Design acu_mac_seq_flat, sky130hd; sources not shown.
**Metal 3**

(3 px per um)
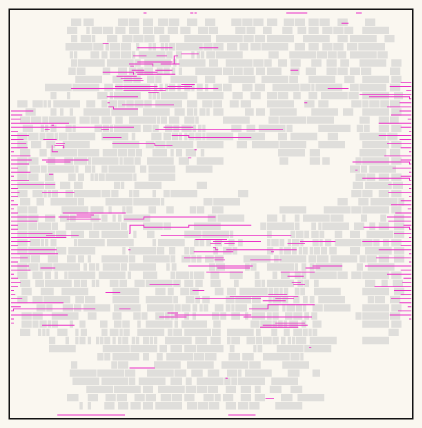
The longest straight run is 48.8 um. 185 nets have wire on it. The wires run mostly horizontal.
Vias: 6487
final wirelength: 22100 um

**Clock routing**

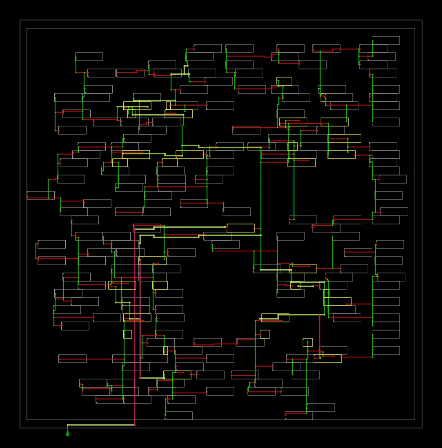
CTS buffer count: 17
FFs & Latches: 169

**Metal 1**

(2 px per um) Supply wires on this layer in gray.
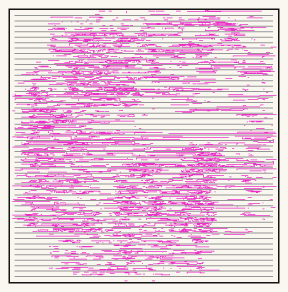
The layer holds 42% of the routed length. The layer carries 9310 um of wire. The longest straight run is 53.8 um. 947 nets have wire on it. The wires run mostly horizontal.
GRT met1 Usage: 33.0%

**Local utilization**

(3 px per um) 13 x 14 tiles, from white (low) to dark blue (high), 0 to 100% covered.
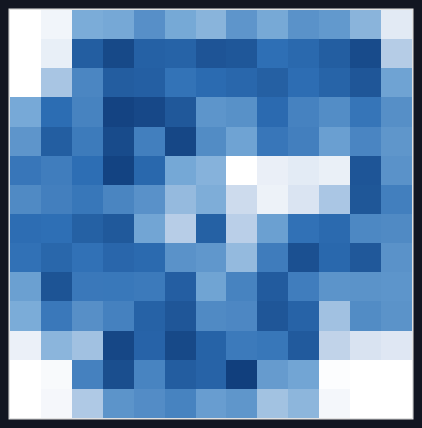
The emptiest ninth of the die: south-east. The mean over all tiles is 58%. 6.0% of the tiles are nearly empty.
FP Core Util: 45.3%
core area: 16900 um2
Post-Route Utilization: 64.7%

**Clock network drawn from the DEF**

(3 px per um)
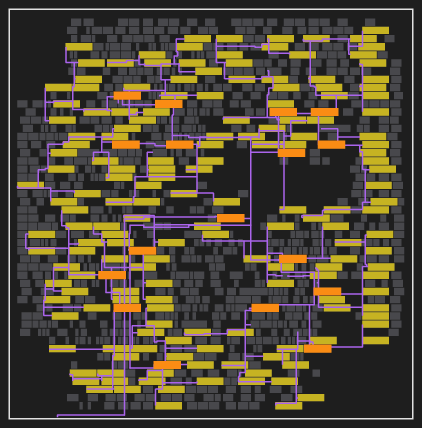
Key: yellow = flip-flops [count 169]; purple = clock wires [length 1960 um]; orange = cells driving clock nets [count 17]
There are 18 routed clock nets.
Clock power frac: 26.8%
Skew-Pair Late Insertion Delay: 430 ps
Clock Skew: 8.63 ps
Power Clock: 1.68 mW

==> impl_metrics.tcl <==
# implementation run metrics
set metrics [dict create \
    status "finished, final reports clean" \
    h-tree-depth 4 \
    drc_errors 0 \
    synth_chip_area_um2 7650 \
    cts_resized 0 \
    dieArea_um2 18200 \
    fin_ws_ps 546 \
    switching_share_pct 30.0 \
    clockBufferDepth 2 \
    fp-row-count 48 \
    yosys_most_used_dff "dfrtp_1" \
    pre_cts_ws_ps 606 \
    clk_pin_slew_worst_paths_ps 60 \
    cts_tree "yes" \
    fp.dieH_um 136 \
    maxSlewViolCount 0 \
    tns_ps 0 \
    post-cts-setup-buffers 0 \
    edf_count 0 \
    end_kind "register" \
    power.density_nw_per_um2 574 \
    numPortBuffers 251 \
    syn_area_per_cell_um2 10.7 \
    dp_hpwl_um 15700 \
    area_delta_synth_final_pct 42.7 \
    layout-drive-gt1-share_pct 9.32 \
    period_used_pct 85.7 \
    grt_pass1_vias 6341 \
    mostFrequentLayoutCell "clkdlybuf4s50_1" \
    synth-simple-area-share_pct 16.5 \
    ys.flops 169 \
    avgRoutedWirePerCell_um 18.7 \
    drtIter0Drc 589 \
    final_cell_area_um2 10900 \
    seqPwrFrac_pct 42.4 \
    synthArstFlopShare_pct 100 \
    mostFrequentLayoutCells "clkdlybuf4s50_1 (250), dfrtp_1 (169), nand2_1 (78)" \
    cp.required_ps 4150 \
    fp.dieW_um 134 \
    n_antenna_cell 0 \
    p_comb_share_pct 30.7 \
    ir_worst_vdd_mv 0.385 \
    antenna_found_initial 0 \
    nets 1094 \
    synth_cell_type_count 61 \
    drt-pass1-iter-count 5 \
    syn_inst 713 \
    final_cells 1180 \
    synth_adder_area_share_pct 0.164 \
    relSlewSlack_pct 28.3 \
    io_pins 255 \
    cp_max_fo 20 \
    p_int_mw 4.38 \
    logic_area_um2 3160 \
    timing.final.crit_period_ps 3260 \
    worstPathArrival_ps 3600 \
    tightestPinTransition_ps 1070 \
    r2r.worst_path.cells 7 \
    cts_hold_buf 0 \
    synthAoiAreaFrac_pct 19.6 \
    clockRootBuffer "clkbuf_16" \
    fmaxAchievable_mhz 306 \
    dpl_cell_area_um2 10300 \
    gp_congestion 0.946 \
    mux_area_share_pct 2.47 \
    grt_pass1_wl_um 34200 \
    fillers 1356 \
    ys_cells 713 \
    hold_class "input port to asynchronous set/reset pin" \
    overflow 0 \
    seq_area_um2 4230 \
    ys_seq_share_pct 55.3 \
    top_logic_kind "AND-OR/OR-AND gates" \
    worst-setup-path-type "register to register" \
    ff2ff_setup_slack_ps 550 \
    clock_sinks 169 \
    synthXorXnorAreaFrac_pct 1.69 \
    ys.warnings.count 0 \
    startpoint_type "register" \
    synth_area_um2 7650 \
    p_sw_mw 1.88 \
    warnings 26 \
    rsz0062_at_grt "no" \
    ant_nets 0 \
    hold_viol 0 \
    vias_per_cell 5.50 \
]
-- layout make-up --
type,instances,share of cell area [%]
clock inverters,8,0.780
multi-input cells,482,29.0
clock buffers,24,4.51
inverters,5,0.172
flip-flops and latches,169,38.8
repair buffers,267,24.3
well taps,225,2.58
-- power groups by stage --
stage,Clock (mW),Sequential (mW),Combinational [mW]
after global routing,1.80,2.71,2.10
after global placement,0,2.67,1.87
final,1.68,2.66,1.92
after CTS,1.71,2.65,1.94
after detailed placement,0,2.67,1.93
after floorplan,0,2.57,1.00
-- stage by stage --
step / power, mW / hold WS [ps]
after floorplan: 3.57 / 85.4
after global placement: 4.54 / 458
after detailed placement: 4.60 / 467
after CTS: 6.30 / 88.3
after global routing: 6.61 / 109
final: 6.26 / 42.9
-- worst max-delay path: stages (launching register included) --
cell	delay [ps]
dfrtp_1	620
nand4_2	340
nor3_1	480
nor4b_1	580
o2111ai_4	220
a21boi_4	490
buf_12	230
a2bb2oi_1	210
-- synth_stat cells (2+ instances only) --
cell,instances,area [um2]
a21oi_1,13,65.1
a22o_1,32,280
a2bb2oi_1,32,280
a31oi_1,37,231
and2_1,33,206
and3_1,3,18.8
buf_1,5,18.8
buf_2,5,25.0
buf_4,4,30.0
buf_6,6,67.6
clkbuf_1,38,143
dfrtp_1,169,4230
inv_1,5,18.8
mux2_2,15,169
mux2i_1,2,20.0
nand2_1,78,293
nand2b_1,36,225
nand3_1,9,45.0
nand3b_1,2,15.0
nand4_1,6,37.5
nor2_1,49,184
nor3_1,7,35.0
nor3b_1,4,30.0
nor4_1,5,31.3
nor4b_1,3,26.3
o21a_1,2,15.0
o21ai_0,31,155
o31ai_1,27,203
o31ai_2,6,75.1
o41ai_1,3,26.3
or2_2,3,18.8
or3_1,3,18.8
or4_4,2,22.5
xnor2_1,7,61.3
xor2_1,5,43.8
-- kinds of logic after synthesis --
| kind of cell | count (synthesis) |
|---|---|
| AOI/OAI and AO/OA | 199 |
| xor gates and xnor gates | 13 |
| adders and majority gates | 1 |
| buffers and inverters | 64 |
| DFF | 169 |
| muxes | 17 |
| other | 1 |
| and+or+nand+nor | 249 |
-- per-layer routing --
metal	track usage (%)	vias to the layer above	share of wire, %
met5	0	-	0
met4	8.98	0	2.1
met3	5.67	28	8.0
met2	38.5	325	48
met1	33.0	3115	42
li1	-	3019	-
Power figures rest on the tool's default switching activity, not on a simulated workload.
